<file path="config.mk">
export PLATFORM = sky130hd
export DESIGN_NAME = line_drawer_cmd_queue
export DESIGN_NICKNAME = d
export VERILOG_FILES = /design/src/rtl/line_drawer_cmd_queue.sv
export SDC_FILE = /design/constraint.sdc
export NUM_CORES = 1
export LEC_CHECK = 0
export ABC_AREA = 0
export CORE_AREA = 2 2 223 225
export DETAILED_ROUTE_END_ITERATION = 10
export DIE_AREA = 0 0 225 227
export PLACE_DENSITY = 0.57
export RECOVER_POWER = 25
export SLEW_MARGIN = 10
export SYNTH_ARGS = -nofsm -noshare
export SYNTH_HDL_FRONTEND = slang
export SYNTH_SLANG_ARGS = --single-unit
</file>
<file path="constraint.sdc">
create_clock -name clk -period 4.07 [get_ports clk]
set_input_delay 0.814 -clock clk [delete_from_list [all_inputs] [get_ports clk]]
set_output_delay 0.814 -clock clk [all_outputs]
set_load 0.005 [all_outputs]
</file>
<file path="src/rtl/line_drawer_cmd_queue.sv">
// Accel-bus front end for the line drawer: stages four-word line commands, queues DEPTH of them
// and dispatches them back-to-back. Define LINE_QUEUE_STATUS_EN to expose a readable status word.
module line_drawer_cmd_queue #(
   parameter int unsigned DATA_WIDTH  = 16,
   parameter int unsigned COORD_WIDTH = 16,
   parameter int unsigned DEPTH       = 4
) (
   input  logic                   clk,
   input  logic                   rst_n,
   output logic                   accel_can_read,
   output logic                   accel_can_write,
   input  logic                   accel_read_enable,
   input  logic                   accel_write_enable,
   output logic [DATA_WIDTH-1:0]  accel_read_data,
   input  logic [DATA_WIDTH-1:0]  accel_write_data,
   output logic                   line_drawer_start,
   input  logic                   line_drawer_ready,
   output logic [COORD_WIDTH-1:0] line_drawer_x1,
   output logic [COORD_WIDTH-1:0] line_drawer_y1,
   output logic [COORD_WIDTH-1:0] line_drawer_x2,
   output logic [COORD_WIDTH-1:0] line_drawer_y2
);

   localparam int unsigned PtrW = $clog2(DEPTH);
   localparam int unsigned CmdW = 4 * COORD_WIDTH;
   localparam logic [PtrW-1:0] PtrOne = 1;
   localparam logic [PtrW:0] CntOne = 1;
   localparam logic [PtrW:0] CntFull = (PtrW + 1)'(DEPTH);

   typedef enum logic [0:0] {StIdle, StBusy} state_e;

   logic [1:0]             word_idx_q;
   logic [COORD_WIDTH-1:0] x1_stg_q, y1_stg_q, x2_stg_q;
   logic [COORD_WIDTH-1:0] wr_coord;
   logic [CmdW-1:0]        mem_q [DEPTH];
   logic [PtrW-1:0]        wr_ptr_q, rd_ptr_q;
   logic [PtrW:0]          count_q, count_d;
   logic [CmdW-1:0]        cmd_q;
   logic                   start_q;
   logic                   full, empty, wr_accept, push, pop, busy;
   state_e                 state_q, state_d;
   logic                   unused_inputs;

   assign wr_coord        = accel_write_data[COORD_WIDTH-1:0];
   assign full            = (count_q == CntFull);
   assign empty           = (count_q == '0);
   // Only the completing word has to wait for FIFO space.
   assign accel_can_write = (word_idx_q != 2'd3) || !full;
   assign wr_accept       = accel_write_enable && accel_can_write;
   assign push            = wr_accept && (word_idx_q == 2'd3);
   assign pop             = (state_q == StIdle) && !empty && line_drawer_ready;
   assign unused_inputs   = ^{accel_read_enable, accel_write_data};

   always_ff @(posedge clk or negedge rst_n) begin
      if (!rst_n) begin
         word_idx_q <= '0;
         x1_stg_q   <= '0;
         y1_stg_q   <= '0;
         x2_stg_q   <= '0;
      end else if (wr_accept) begin
         word_idx_q <= word_idx_q + 2'd1;
         unique case (word_idx_q)
            2'd0:    x1_stg_q <= wr_coord;
            2'd1:    y1_stg_q <= wr_coord;
            2'd2:    x2_stg_q <= wr_coord;
            default: ;
         endcase
      end
   end

   always_ff @(posedge clk) begin
      if (push) mem_q[wr_ptr_q] <= {x1_stg_q, y1_stg_q, x2_stg_q, wr_coord};
   end

   always_comb begin
      count_d = count_q;
      unique case ({push, pop})
         2'b10:   count_d = count_q + CntOne;
         2'b01:   count_d = count_q - CntOne;
         default: ;
      endcase
   end

   always_ff @(posedge clk or negedge rst_n) begin
      if (!rst_n) begin
         wr_ptr_q <= '0;
         rd_ptr_q <= '0;
         count_q  <= '0;
         cmd_q    <= '0;
         start_q  <= 1'b0;
      end else begin
         count_q <= count_d;
         start_q <= pop;
         if (push) wr_ptr_q <= wr_ptr_q + PtrOne;
         if (pop) begin
            rd_ptr_q <= rd_ptr_q + PtrOne;
            cmd_q    <= mem_q[rd_ptr_q];
         end
      end
   end

   always_ff @(posedge clk or negedge rst_n) begin
      if (!rst_n) state_q <= StIdle;
      else        state_q <= state_d;
   end

   // The start cycle ignores ready; the drawer may still report idle then.
   always_comb begin
      state_d = state_q;
      unique case (state_q)
         StIdle:  if (pop) state_d = StBusy;
         StBusy:  if (!start_q && line_drawer_ready) state_d = StIdle;
         default: state_d = StIdle;
      endcase
   end

   always_comb begin
      busy              = (state_q == StBusy);
      line_drawer_start = start_q;
      line_drawer_x1    = cmd_q[4*COORD_WIDTH-1 -: COORD_WIDTH];
      line_drawer_y1    = cmd_q[3*COORD_WIDTH-1 -: COORD_WIDTH];
      line_drawer_x2    = cmd_q[2*COORD_WIDTH-1 -: COORD_WIDTH];
      line_drawer_y2    = cmd_q[COORD_WIDTH-1 -: COORD_WIDTH];
   end

`ifdef LINE_QUEUE_STATUS_EN
   assign accel_can_read = rst_n;

   always_comb begin
      accel_read_data                   = '0;
      accel_read_data[DATA_WIDTH-1]     = busy;
      accel_read_data[DATA_WIDTH-2 -: 2] = word_idx_q;
      accel_read_data[PtrW:0]           = count_q;
   end
`else
   logic unused_busy;
   assign unused_busy     = busy;
   assign accel_can_read  = 1'b0;
   assign accel_read_data = '0;
`endif

endmodule
</file>
==> results.txt, run 1 <==
This note records the results obtained with Yosys and OpenROAD.

Die
The share of the core area taken by cells at floorplan is 29.7%. The die is 227 µm tall. The die area is 51100 µm². The floorplan report gives the top-level pin count as 104. The horizontal die dimension is 225 µm.

The count of standard-cell rows is 81. The core footprint is 48500 µm².

Power and ir drop
Total power for the finished layout comes to 13.1 mW. In this run the static leakage power is 6.14 nW. Dividing total power by cell area gives a power density of 757 nW/µm². The largest vdd supply drop is 0.300 mV.

Worst setup path
STA lists the endpoint of the worst register-to-register path as cmd_q[26]. The worst setup path is captured at an async pin. The start of the worst register-to-register path is rd_ptr_q[0].

Across all register-to-register paths, the minimum setup slack is 1.81 ns. The number of cells on the critical path is 1. In this design, the largest share of critical-path delay is due to buffers and inverters.

The number of cells on the worst reg-to-reg path is 3. The slowest stage of the critical path belongs to the cell sky130_fd_sc_hd__clkbuf_2. The worst setup path is of the in2async kind.

Data on the critical path arrives at its endpoint at 2.62 ns. Together, buffers and inverters on the worst path number 1. Per STA, the highest per-stage delay on the worst path measures 1.64 ns. Walking the worst path, the cells encountered are clkbuf_2. The data required time of the worst path is 3.84 ns. The maximum fanout along the worst path is 81.

For reference, the critical path is captured by rd_ptr_q[1]. The startpoint type of the worst setup path is an input port. The launching element of the worst setup path is rst_n.

STA
Per the slew report, the remaining headroom to the max-slew limit stands at -65.6%. On the final layout, the worst clock skew is 0.0121 ns. The clock period minus final worst setup slack is 2.85 ns. In the final timing run, aggregate negative setup slack is 0 ns. The number of max-slew violations in the final report is 81. Based on the critical path, the design can be clocked at up to 0.351 GHz. Counting endpoints that fail hold in the final report gives 0. The post-route worst setup slack is 1.22 ns.

Setup repair after global routing left no endpoint under its margin. The final count of negative-setup-slack endpoints is 0. After layout, the worst path uses 70.0% of the clock period. The slew at the pin closest to its max-slew limit is 2.48 ns.

Final layout
The area taken by multi-input combinational cells is reported as 3360 µm². The layout overhead on the synthesized area is 19.7%. After the flow finishes, the layout carries non-filler instances totaling 1422.

Fill cells in the final layout number 4487. The sequential cell area in the final layout is 10800 µm². The final antenna diode tally reported by the flow is 0.

The layout summary lists the proportion of cells stronger than drive strength 1 as 33.1%. The number of nets in the layout is 798. The top cell types in the final layout, fill and taps aside, are sky130_fd_sc_hd__edfxtp_1, sky130_fd_sc_hd__dfrtp_1, sky130_fd_sc_hd__clkdlybuf4s50_1.

Synthesis
The count of instantiated cells in the yosys netlist is 646. The netlist uses 27 different library cells. For this run, the number of Yosys warnings is 0. The post-synth register bit count is 379.

Each instance of the synthesized netlist takes up on average 22.3 µm². Per the synth stats, the flop cell with the highest instance count is sky130_fd_sc_hd__edfxtp_1. The share of async-settable or async-resettable flops after synthesis is 32.5%. The combined area of all synthesized cells is 14400 µm². The synthesized design contains 256 enable-type register cells. Per Yosys stat, the portion of area used by sequential elements is 74.6%. The synthesized netlist handed to floorplanning was reported with a cell count of 646. The yosys-reported design area after synthesis is 14400 µm².

Clocking
The post-CTS repair timing setup buffer count is 0. The cell sitting at the root of the clock tree is a sky130_fd_sc_hd__clkbuf_16. The total of hold buffers inserted after clock tree synthesis is 0.

The sink count of the clock tree is 379. Clock latency on the worst-skew pair, taken at its later pin, is 0.53 ns. The clock edge transition at the registers on the reported setup and hold paths is 0.06 ns.

Counting the buffers created by CTS gives 41. Looking at the clock tree report, the maximum root-to-sink buffer count equals 3. The clock tree from TritonCTS is done. The number of gates resized after cts is 0. The level count of the clock H-tree is 2.

Global routing
The via count of the first global-routing pass is 6603. The largest net degree at the start of global routing is 82. The global-route wire length before repair is 42700 µm. Recorded from the global router log, the overflow total was 0. The number of antenna violations at the first check in global routing came to 0.

Global routing used 11.3% of the available tracks across all layers.

Min path
According to the hold report, the worst path is of the reg2reg type. Counting instances, the worst hold path has a depth of 1.

Placement
Routability-driven placement finished with a final weighted congestion of 0.656. The number of port buffers is 85. In this run, placement finished with an instance count of 1346. Prior to clock tree synthesis, the placed netlist has a worst setup slack of 1.11 ns.

For this run the detailed placement stage logged an HPWL of 16300 µm.

Detailed routing
The first-pass detailed-route iteration total is 6. Per the post-route antenna check, the number of violating nets is 0. For this block, the initial DRC count from the detailed router was 353. TritonRoute reported its final design rule violation total as 0.

The detailed-route vias per instance is 4.40.

Run
The total number of warnings across the stage logs is 33. The number of max-cap violations is 1.

Outcome
The checks that failed: max-capacitance violations, max-slew violations. The run finished, with violations left.
==> run 1: cell families after synthesis <==
logic type	count (synthesis)	synth area share [%]
adder cells (fa/ha/maj)	10	0.920
flip-flops	379	74.6
AND-OR/OR-AND	3	0.130
AND/OR/NAND/NOR	16	0.868
XOR/XNOR	7	0.425
other	1	0.0260
multiplexers	178	20.4
buffers and inverters	52	2.61
==> run 1: metrics by stage <==
stage	hold slack (ns)	area, µm²
finish	0.504	17300
floorplan	0.472	14500
global placement	0.489	16000
CTS	0.397	17300
global route	0.513	17300
detailed placement	0.495	16000
==> run 1: cell usage after synthesis, drive strengths merged, types with 3 or more instances <==
| cell | instances | area share, % |
|---|---|---|
| and2 | 4 | 0.17 |
| and3 | 3 | 0.13 |
| buf | 39 | 2.3 |
| clkbuf | 5 | 0.13 |
| dfrtp | 123 | 21 |
| edfxtp | 256 | 53 |
| ha | 9 | 0.78 |
| inv | 8 | 0.21 |
| mux2 | 114 | 10 |
| mux4 | 64 | 10 |
| nand2 | 3 | 0.078 |
| xnor2 | 3 | 0.18 |
| xor2 | 4 | 0.24 |
==> run 1: power by group <==
part	leakage [nW]	internal [mW]	total, mW	switching, mW
registers	3.76	5.34	6.19	0.849
logic	1.76	2.20	3.42	1.22
clock network	0.615	2.02	3.48	1.45
total	6.14	9.56	13.1	3.52
==> run 1: how the worst min path moves through the flow <==
stage	start	endpoint	slack (ns)
after global placement	y1_stg_q[1]	mem_q[3][33]	0.49
after global routing	cmd_q[46]	cmd_q[46]	0.51
after CTS	rst_n	cmd_q[62]	0.40
after detailed placement	cmd_q[54]	cmd_q[54]	0.50
after floorplan	x2_stg_q[0]	mem_q[0][16]	0.47
final	cmd_q[44]	cmd_q[44]	0.50
==> run 1: area by class of cell <==
type	instances	share of cell area, %
multi-input combinational	231	19.4
clock buffer	62	6.88
tap	622	4.51
sequential	379	62.4
clock inverter	14	0.456
timing repair buffer	106	6.17
inverter	8	0.174
==> run 1: state kept, by name, indices dropped and copies added (netlist names), 3 cells and up <==
signal and cells:
count_q 3, x2_stg_q 16, x1_stg_q 16, mem_q 256, cmd_q 64, y1_stg_q 16
==> run 1: metal layers <==
metal,share of wire (%),routed length [µm],up-vias
met4,1.5,410,0
met5,0,0,-
met2,49,13700,115
met1,46,13100,3341
met3,3.5,985,33
li1,-,-,2771
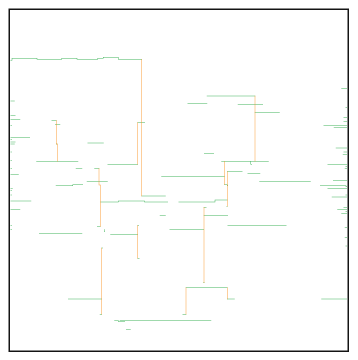
(run_1/metal_stack.png)
Drawn at 1.5 px/µm. Only two layers are drawn.
Key: green = met3 [wire length 986 µm]; orange = met4 [wire length 411 µm]
detailed-route via count: 6260
routed length per placed instance: 19.8 µm
DRT Wirelength: 28200 µm

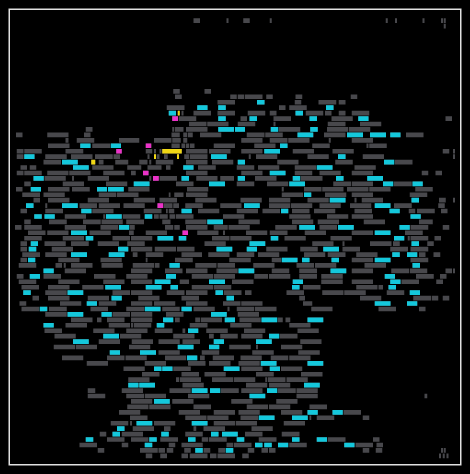
(run_1/gate_families.png)
Drawn at 2 px/µm.
Key: magenta = XOR/XNOR gates [cells 7, most used xor2_1]; yellow = NAND gates [cells 5, most used nand2_1]; cyan = multiplexers [cells 178, most used mux4_2, where all over the die]
most common cell after layout, fill and taps aside: sky130_fd_sc_hd__edfxtp_1
share of cell area taken by multi-input logic gates: 19.4%

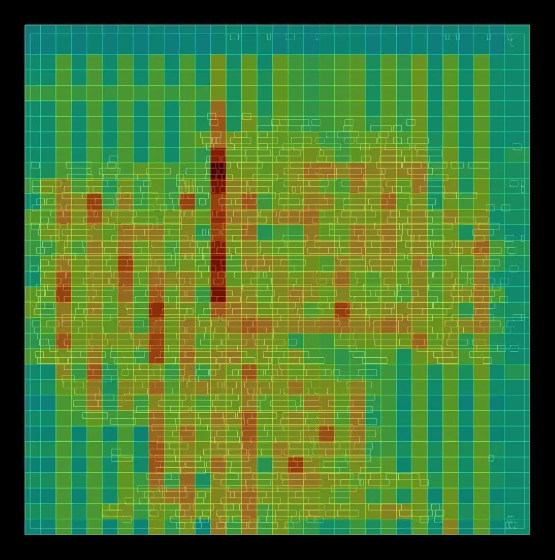
(run_1/final_congestion.png)
final core occ: 35.6%
layer with the highest usage after global routing: met2
met2 track demand over resource: 18.5%
met3 usage in global routing: 2.22%
met1 track demand over resource: 15.4%

## Run 2: what changed since run 1
==> constraint.sdc (replaced) <==
create_clock -name clk -period 3 [get_ports clk]
set_input_delay 0.6 -clock clk [delete_from_list [all_inputs] [get_ports clk]]
set_output_delay 0.6 -clock clk [all_outputs]
set_load 0.005 [all_outputs]
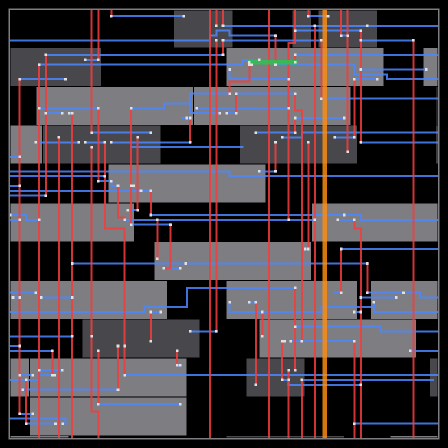
(run_2/zoom.png)
Window x 98 to 128, y 144 to 174 µm. Cells in grey, sequential cells in the stronger grey; small squares are vias.
Key: orange = met4; blue = met1; red = met2; green = met3
20 logic cells have their middle in the window. Sequential cells in the window: 12. Most frequent: edfxtp_1 (11), mux2_2 (3), mux4_2 (3). Netlist names of flops here include mem_q (11), x2_stg_q (1).

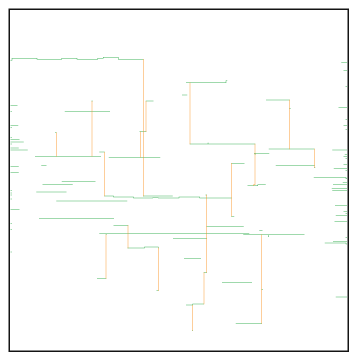
(run_2/metal_stack.png)
Drawn at 1.5 px/µm. Only two layers are drawn.
Key: green = met3 [wire length 1180 µm]; orange = met4 [wire length 582 µm]
routed length per placed instance: 20.2 µm
DRT Wirelength: 28700 µm
detailed-route via count: 6247
Overall Global Routing Usage: 11.4%

==> run 2 against run 1 <==
- the run still ends with max-capacitance violations, max-slew violations left
- synthesized cell count unchanged
- clock power is 39% higher
- register-to-register slack worse by 0.85 ns
- via count decreased by 0.21%
- critical endpoint is now accel_can_write
==> results.txt, run 2 <==
This note records the results obtained with Yosys and OpenROAD.

Worst setup path
The largest individual stage delay along the critical path comes from the cell sky130_fd_sc_hd__clkdlybuf4s50_1. STA puts the critical path data arrival time at 1.89 ns. The top cell family by delay on the critical path is buffers and inverters. The worst setup path is captured at a primary output.

The worst setup path is launched from a register. The type of the worst setup path is reg2out. The timing report gives the biggest stage delay along the critical path as 0.54 ns. The maximum fanout along the worst path is 5.

For reference, the critical path cell chain is ha_1 > nand4bb_4 > clkdlybuf4s50_1. The buffering stage count on the worst path with inverters included is 1. For the worst setup path, the data required time is 2.40 ns.

Die
According to the floorplan report, the placeable core area is 48500 µm². 104 I/O pins were placed. According to the floorplan report, the total die area is 51100 µm².

The die height is 227 µm. Before placement the cells fill 29.7% of the core. The horizontal die dimension is 225 µm. The count of standard-cell rows is 81.

Synthesis
The yosys-reported design area after synthesis is 14400 µm². The cell count after synthesis is 646. The count of instantiated cells in the yosys netlist is 646.

Yosys printed 0 warnings. The number of different library cells used by synthesis comes to 27. In this run the cell area of the synthesized design comes to 14400 µm². The most frequent cell after synthesis is sky130_fd_sc_hd__edfxtp_1. Yosys reported a register bit count of 379.

Per the synth stats, the proportion of register bits with asynchronous set or reset is 32.5%. Sorting the synthesized cells by area gives the leading types as sky130_fd_sc_hd__edfxtp_1, sky130_fd_sc_hd__dfrtp_1, sky130_fd_sc_hd__mux4_2. The sequential fraction of the synthesis area is 74.6%. The cell taking the most area after synthesis is sky130_fd_sc_hd__edfxtp_1. The fraction of synthesized cell area taken by the top area cell type is 53.3%. In this run, synthesis inferred 256 flip-flops with an integrated enable. The mean cell area of the mapped netlist is 22.3 µm².

By count the netlist is led by sky130_fd_sc_hd__edfxtp_1, sky130_fd_sc_hd__dfrtp_1, sky130_fd_sc_hd__mux4_2, sky130_fd_sc_hd__mux2_2, sky130_fd_sc_hd__mux2_4. The most used flip-flop cell is sky130_fd_sc_hd__edfxtp_1.

STA
For this run, the final setup violation count is recorded as 0. For the pin with the worst max-slew slack, the measured transition is 1.60 ns. In the final report, the number of hold violations comes to 0. The final cycle utilization of the critical path is 83.1%. The clock skew is 0.0278 ns.

The final max-slew violation count recorded for this run is 48. The accumulated negative setup slack is 0 ns. The clock period minus final worst setup slack is 2.49 ns. Based on the critical path, the design can be clocked at up to 0.401 GHz. Across all checked pins, the minimum headroom to the slew limit is -6.84%. Setup repair after global routing left no endpoint under its margin.

Clocking
The number of gates resized after cts is 0. The level count of the clock H-tree is 2. The root buffer cell chosen for the clock tree is sky130_fd_sc_hd__clkbuf_16. The clock tree from TritonCTS is done. The CTS buffer count is 41.

The longest clock path from root to sink contains 3 buffers. The clock reaches the later pin of the worst-skew pair after 0.54 ns. The post-CTS repair timing setup buffer count is 0.

Clock tree synthesis found a total of 379 sinks. The clock edge transition at the registers on the reported setup and hold paths is 0.06 ns. The total of hold buffers inserted after clock tree synthesis is 0.

Global routing
Entering global routing, the biggest net connects 50 pins. The global-route wire length before repair is 43400 µm. The leftover overflow at the end of global routing is 0.

The via count of the first global-routing pass is 6665. The number of antenna violations at the first check in global routing is 0.

Final layout
The number of filler cells placed in the layout is 4491. The registers reported with the highest flop counts are mem_q (256), cmd_q (64). The number of flip-flops in the largest register is 256. The number of diodes is 0. mem_q holds more flip-flops than any other register. The post-route utilization of the core is recorded as 35.8%.

The number of nets in the layout is 798. Per the cell usage report, the commonest logic cells after layout are sky130_fd_sc_hd__edfxtp_1, sky130_fd_sc_hd__dfrtp_1, sky130_fd_sc_hd__clkdlybuf4s50_1. Among logic cells in the layout, the one with the most instances is sky130_fd_sc_hd__edfxtp_1. Of the cells placed in the final design, the portion with a size suffix greater than 1 is 33.8%. From synthesis to final layout, the design area changed by 20.4%. After the flow finishes, the layout carries non-filler instances totaling 1421.

Power and ir drop
The power per cell area is 1030 nW/µm². The leakage component of the power is 6.18 nW. The largest vdd supply drop is 0.420 mV.

Detailed routing
The DRC violation total left in the routed layout is recorded as 0. The top layer used by detailed routing is met4. In the detailed route, the total length drawn on met2 is 13800 µm. The detailed-route vias per instance is 4.40. After detailed routing, the met3 layer carries 1180 µm of wire. In this run, the number of DRC markers left after iteration 0 of detailed routing was 319.

The detailed-routing wirelength on met1 is 13100 µm. The first detailed-routing pass took 4 iterations. The count of nets left with antenna violations after detail routing is 0.

Run
In this run the tools logged warnings totalling 33. The number of max-cap violations is 1.

Placement
Buffers placed on the I/O ports in this run total 85. The congestion estimate from routability-driven global placement came to 0.654. The detailed placer's ending HPWL is 16400 µm. After detailed placement, the design holds a cell count of 1346.

Outcome
The run finished, with violations left. The final reports fail on max-capacitance violations, max-slew violations.

Min path
The type recorded for the worst min-delay path is in2async.
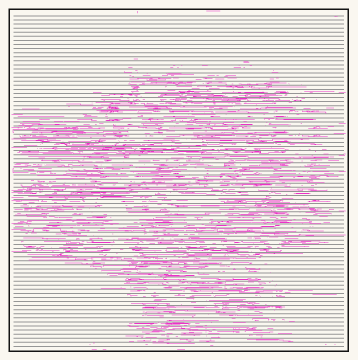
(run_2/met1.png)
Drawn at 1.5 px/µm. Supply wires on this layer in grey.
731 nets have wire on it. The layer carries 13100 µm of wire. The longest straight run is 56.6 µm. The wires run mostly horizontal.
met1 track demand over resource: 15.9%

run 2: cell counts after synthesis:
Identical to the previous run, type by type.
run 2: area by class of cell:
class                           count  area [µm²]  area share, %
Sequential cell                   379       10800           62.0
Tap cell                          622         778           4.48
Inverter                            8        30.0          0.173
Clock buffer                       55        1120           6.45
Timing Repair Buffer              106        1140           6.57
Clock inverter                     20         168          0.965
Multi-Input combinational cell    231        3360           19.3
run 2: power breakdown:
part           switching (mW)  internal [mW]
Combinational            1.79           3.03
Clock                    2.03           2.81
Sequential              0.991           7.24
run 2: kinds of logic (layout without fill, tap and decap cells):
logic type / after synthesis / in the layout / share of synthesized area (%)
adders and majority gates: 10 / 10 / 0.920
xor gates and xnor gates: 7 / 7 / 0.425
other: 1 / 17 / 0.0260
muxes: 178 / 178 / 20.4
and+or+nand+nor: 16 / 16 / 0.868
buffers and inverters: 52 / 189 / 2.61
DFF: 379 / 379 / 74.6
AOI/OAI and AO/OA: 3 / 3 / 0.130
run 2: worst paths after layout:
path                                        end  slack (ns)     startpoint  cells after the start
worst max-delay path            accel_can_write        0.51  word_idx_q[0]                      3
worst min-delay path                  cmd_q[39]        0.47          rst_n                      1
worst max register to register         cmd_q[7]        0.96    rd_ptr_q[0]                      3
worst min register to register     mem_q[0][24]        0.50    x2_stg_q[8]                      0
max in group asynchronous             cmd_q[52]        1.35          rst_n                      2
min in group clk                   mem_q[0][24]        0.50    x2_stg_q[8]                      0
run 2: through the flow:
step                      cell area [µm²]  setup WS [ns]  total power [mW]  hold WS (ns)
final                               17400          0.508              17.9         0.469
after global placement              16100          0.382              13.2         0.484
after detailed placement            16100          0.404              13.3         0.495
after CTS                           17400          0.468              18.3        0.0525
after floorplan                     14500          0.663              11.2         0.304
after global routing                17400          0.450              18.8         0.517
run 2: routing by layer:
metal  global-route usage, %  vias to the layer above
li1                        -                     2758
met1                    15.9                     3325
met2                    18.5                      122
met3                    2.09                       42
met4                    3.31                        0
met5                       0                        -
==> run_2/gate_families.png <==
Drawn at 2 px/µm.
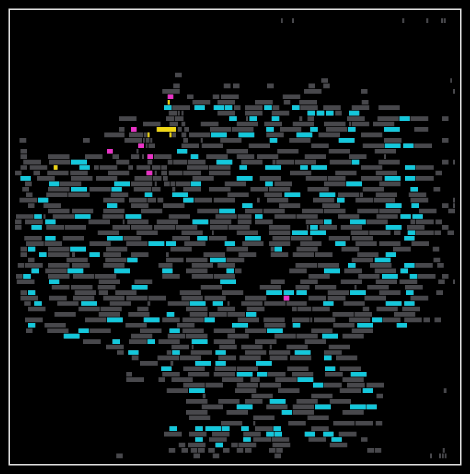

## Run 3: what changed since run 2
==> constraint.sdc (replaced) <==
create_clock -name clk -period 2.4 [get_ports clk]
set_input_delay 0.48 -clock clk [delete_from_list [all_inputs] [get_ports clk]]
set_output_delay 0.48 -clock clk [all_outputs]
set_load 0.005 [all_outputs]
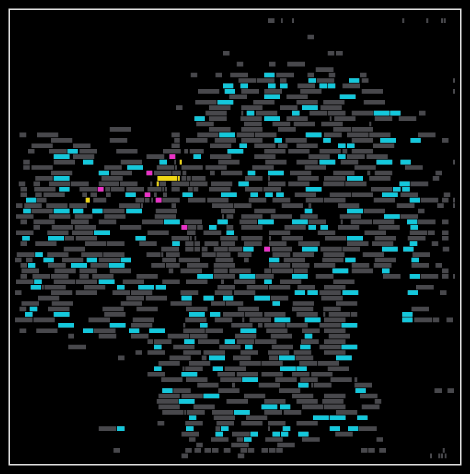
(run_3/gate_families.png)
Drawn at 2 px/µm.
Key: yellow = NAND gates [cells 5, most used nand2_1]; magenta = XOR/XNOR gates [cells 7, most used xor2_1]; cyan = multiplexers [cells 178, most used mux4_2, where all over the die]

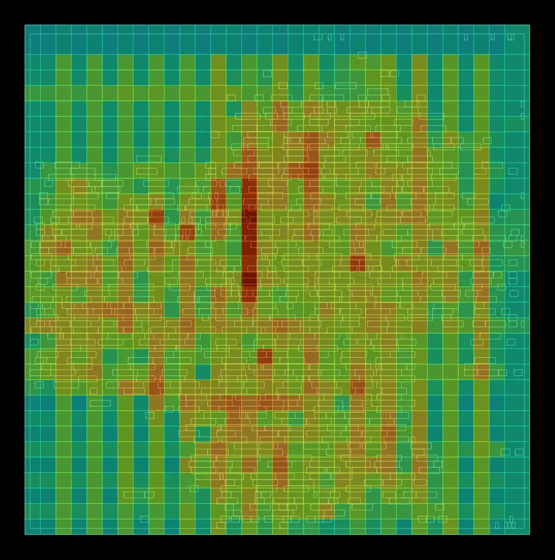
(run_3/final_congestion.png)
met2 track demand over resource: 18.9%
Overall Global Routing Usage: 11.5%
met1 track demand over resource: 15.4%

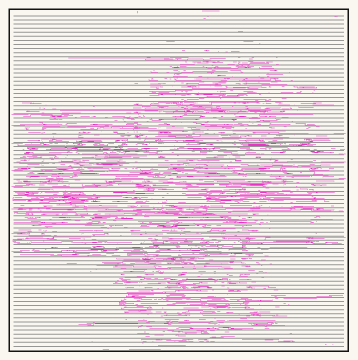
(run_3/met1.png)
Drawn at 1.5 px/µm. Supply wires on this layer in grey.
The longest straight run is 67.2 µm. The wires run mostly horizontal. The layer holds 45% of the routed length. The layer carries 13000 µm of wire. 749 nets have wire on it.

==> run 3 against run 2 <==
- the flow now finishes without violations
- first-iteration DRC count shrank 24%
- clock-buffer cell count up 3
- sequential power increased by 25%
- setup slack worse by 0.25 ns
- utilization up 0.60 points
- via count grew 0.99%
- non-clock buffer count rose by 13
- clock skew down 0.0075 ns
- combinational power up 29%
- largest power group unchanged
==> results.txt, run 3 <==
This note records the results obtained with Yosys and OpenROAD.

Detailed routing
In the routed layout, each cell is associated on average with a via count of 4.40. The count of nets left with antenna violations after detail routing is 0. The number of design-rule violations left by the first detailed-router iteration is 243. The post-detailed-routing wire length is 28800 µm. The average detailed-routed wire length per instance is 20.1 µm.

The post-detailed-route DRC marker count is 0. For this block, the via count after detailed routing is 6309. According to the report, the first pass of detailed routing completed in 4 iterations.

Placement
Detailed placement ended at an HPWL of 17100 µm. The congestion estimate from routability-driven global placement came to 0.692. The total placed cells including tap cells is 1358.

The number of port buffers is 85.

Worst setup path
The setup slack on the worst flop-to-flop path is 0.42 ns. The start of the worst register-to-register path is word_idx_q[0]. The startpoint type of the worst setup path is a register. The endpoint type of the worst setup path is a primary output. Counting cells, the worst reg-to-reg path comes to 10. The data required time of the worst path is 1.92 ns.

The arrival time of data at the worst endpoint is listed as 1.66 ns. The maximum fanout along the worst path is 5. For reference, the most critical setup path is categorized as reg2out.

The endpoint of the worst register-to-register path is count_q[2].

Synthesis
In this run, synthesis produced a sequential element count of 379. Yosys reported that registers with async set or reset make up 32.5%. The fraction of synthesized cell area taken by the top area cell type is 53.3%. The most frequent cell after synthesis is sky130_fd_sc_hd__edfxtp_1. Counting the warning lines in the Yosys log gives 0. After synthesis the cells add up to 14400 µm². The synthesized netlist has a Yosys-reported chip area of 14400 µm².

The synthesis run shows the most used standard cells to be sky130_fd_sc_hd__edfxtp_1, sky130_fd_sc_hd__dfrtp_1, sky130_fd_sc_hd__mux4_2, sky130_fd_sc_hd__mux2_2, sky130_fd_sc_hd__mux2_4. The number of synthesized flops with an enable pin is 256. The main area contributors are sky130_fd_sc_hd__edfxtp_1, sky130_fd_sc_hd__dfrtp_1, sky130_fd_sc_hd__mux4_2.

The sequential fraction of the synthesis area is 74.6%. The cell type that accounts for the most area after synthesis is sky130_fd_sc_hd__edfxtp_1. The most used flip-flop cell is sky130_fd_sc_hd__edfxtp_1. A synthesized cell averages 22.3 µm². The cell count after synthesis is 646. After synthesis, the netlist uses 27 different library cells.

The count of instantiated cells in the yosys netlist is 646.

Global routing
The number of antenna violations at the first check in global routing is 0. Global routing finished with a remaining overflow of 0. The largest net degree at the start of global routing is 56.

The global-route wire length before repair is 43400 µm. The via count of the first global-routing pass is 6762.

Die
The die height is 227 µm. The count of standard-cell rows is 81. Per the OpenROAD floorplan log, the width of the die is 225 µm. The floorplan step defined a die boundary enclosing 51100 µm². The floorplan step defined a core boundary enclosing 48500 µm².

The number of top-level pins is 104. Before placement the cells fill 29.7% of the core.

Final layout
The count of placed standard cells in the final layout, fillers left out is 1434. The library cell used most frequently in the layout, excluding fill and tap cells, is sky130_fd_sc_hd__edfxtp_1. The number of nets in the layout is 811. The post-route utilization of the core is recorded as 36.4%. The layout overhead on the synthesized area is 22.4%. The number of diodes is 0. Ranked by flip-flop count, first place goes to mem_q.

The proportion of layout cells with a drive suffix above 1 is 34.5%. The register with the most flip-flops in the layout has 256 of them. In the layout the commonest cells are sky130_fd_sc_hd__edfxtp_1, sky130_fd_sc_hd__dfrtp_1, sky130_fd_sc_hd__clkdlybuf4s50_1. The largest registers in the layout are mem_q (256), cmd_q (64).

Min path
In this run the worst hold path is classified as in2async.

STA
The final timing report counts setup violations totalling 0. For the final routed database, the setup TNS stands at 0 ns. After layout, the minimum clock period comes to 2.14 ns. On the final layout, the worst clock skew is 0.0203 ns. For this run, the top clock speed supported by timing is 0.467 GHz. The final cycle utilization of the critical path is 89.3%.

Setup repair after global routing left no endpoint under its margin. The worst hold slack is 0.440 ns. The total count of hold-check failures in the final report is 0. Per the final report, max-transition violations number 0.

Clocking
The number of buffers on the longest clock path is 3. The clock tree has to reach 379 sinks. The clock tree from TritonCTS is done.

CTS added clock buffers totalling 41. On the reported timing paths, the clock transition at the registers reads 0.07 ns. The level count of the clock H-tree is 2. The insertion delay to the later sink of the worst-skew pair is 0.56 ns.

The clock root buffer is sky130_fd_sc_hd__clkbuf_16.

Power and ir drop
The power per cell area is 1300 nW/µm². The leakage component of the power is 6.30 nW. The analysis reports a worst IR drop on VDD of 0.669 mV.

Run
The total number of warnings across the stage logs is 33. The number of max-cap violations is 0.

Outcome
The flow ran to the end, and the final reports show no timing, DRC or antenna violations.
==> run 3: cells by family after synthesis <==
| group | Yosys count | share of synthesized area, % |
|---|---|---|
| flip-flops | 379 | 74.6 |
| XOR/XNOR | 7 | 0.425 |
| adder cells (fa/ha/maj) | 10 | 0.920 |
| AND-OR/OR-AND | 3 | 0.130 |
| buffers and inverters | 52 | 2.61 |
| AND/OR/NAND/NOR | 16 | 0.868 |
| multiplexers | 178 | 20.4 |
| other | 1 | 0.0260 |
==> run 3: routing by layer <==
metal / GRT usage (%) / part of all wire, % / vias to the layer above
met5: 0 / 0 / -
met1: 15.4 / 45 / 3366
met4: 3.46 / 2.0 / 0
met3: 2.62 / 4.1 / 39
li1: - / - / 2787
met2: 18.9 / 49 / 117
==> run 3: power by group <==
part	internal (mW)	total, mW	switching, mW
Clock	3.82	6.39	2.56
Combinational	3.90	6.22	2.31
Sequential	9.05	10.3	1.21
==> run 3: per-stage QoR <==
stage | instance area [µm²] | power, mW | setup slack [ns]
finish | 17700 | 22.9 | 0.257
CTS | 17700 | 23.3 | 0.209
detailed placement | 16300 | 16.8 | 0.0387
global placement | 16300 | 16.7 | 0.0254
global route | 17700 | 24.1 | 0.168
floorplan | 14500 | 14.0 | 0.0633
==> run 3: how the worst max path moves through the flow <==
stage / endpoint / from / slack (ns) / depth (start not counted)
after floorplan: mem_q[0][0] / word_idx_q[0] / 0.06 / 4
after global placement: count_q[2] / line_drawer_ready / 0.03 / 8
after detailed placement: count_q[2] / line_drawer_ready / 0.04 / 8
after CTS: accel_can_write / word_idx_q[0] / 0.21 / 3
after global routing: accel_can_write / word_idx_q[0] / 0.17 / 3
final: accel_can_write / word_idx_q[0] / 0.26 / 3
==> run 3: cell type report <==
| class | count | area [µm²] |
|---|---|---|
| fill | 4429 | 30900 |
| sequential | 379 | 10800 |
| multi-input combinational | 231 | 3360 |
| timing repair buffer | 119 | 1350 |
| clock buffer | 58 | 1160 |
| tap | 622 | 778 |
| clock inverter | 17 | 211 |
| inverter | 8 | 30.0 |
==> run 3: what timing repair did <==
| action | in CTS | in global routing |
|---|---|---|
| hold buffers | 1 | 0 |
| endpoints found under the setup margin | 1 | 0 |
| setup buffers | 0 | 0 |
| gates resized | 1 | 0 |
| endpoints found under the hold margin | 39 | 0 |
==> run 3: worst max-delay path, cell delays in order (launching register included) <==
cell	delay, ns
sky130_fd_sc_hd__dfrtp_1	0.42
sky130_fd_sc_hd__ha_1	0.24
sky130_fd_sc_hd__nand4bb_4	0.14
sky130_fd_sc_hd__dlygate4sd2_1	0.32
Power figures rest on the tool's default switching activity, not on a simulated workload.
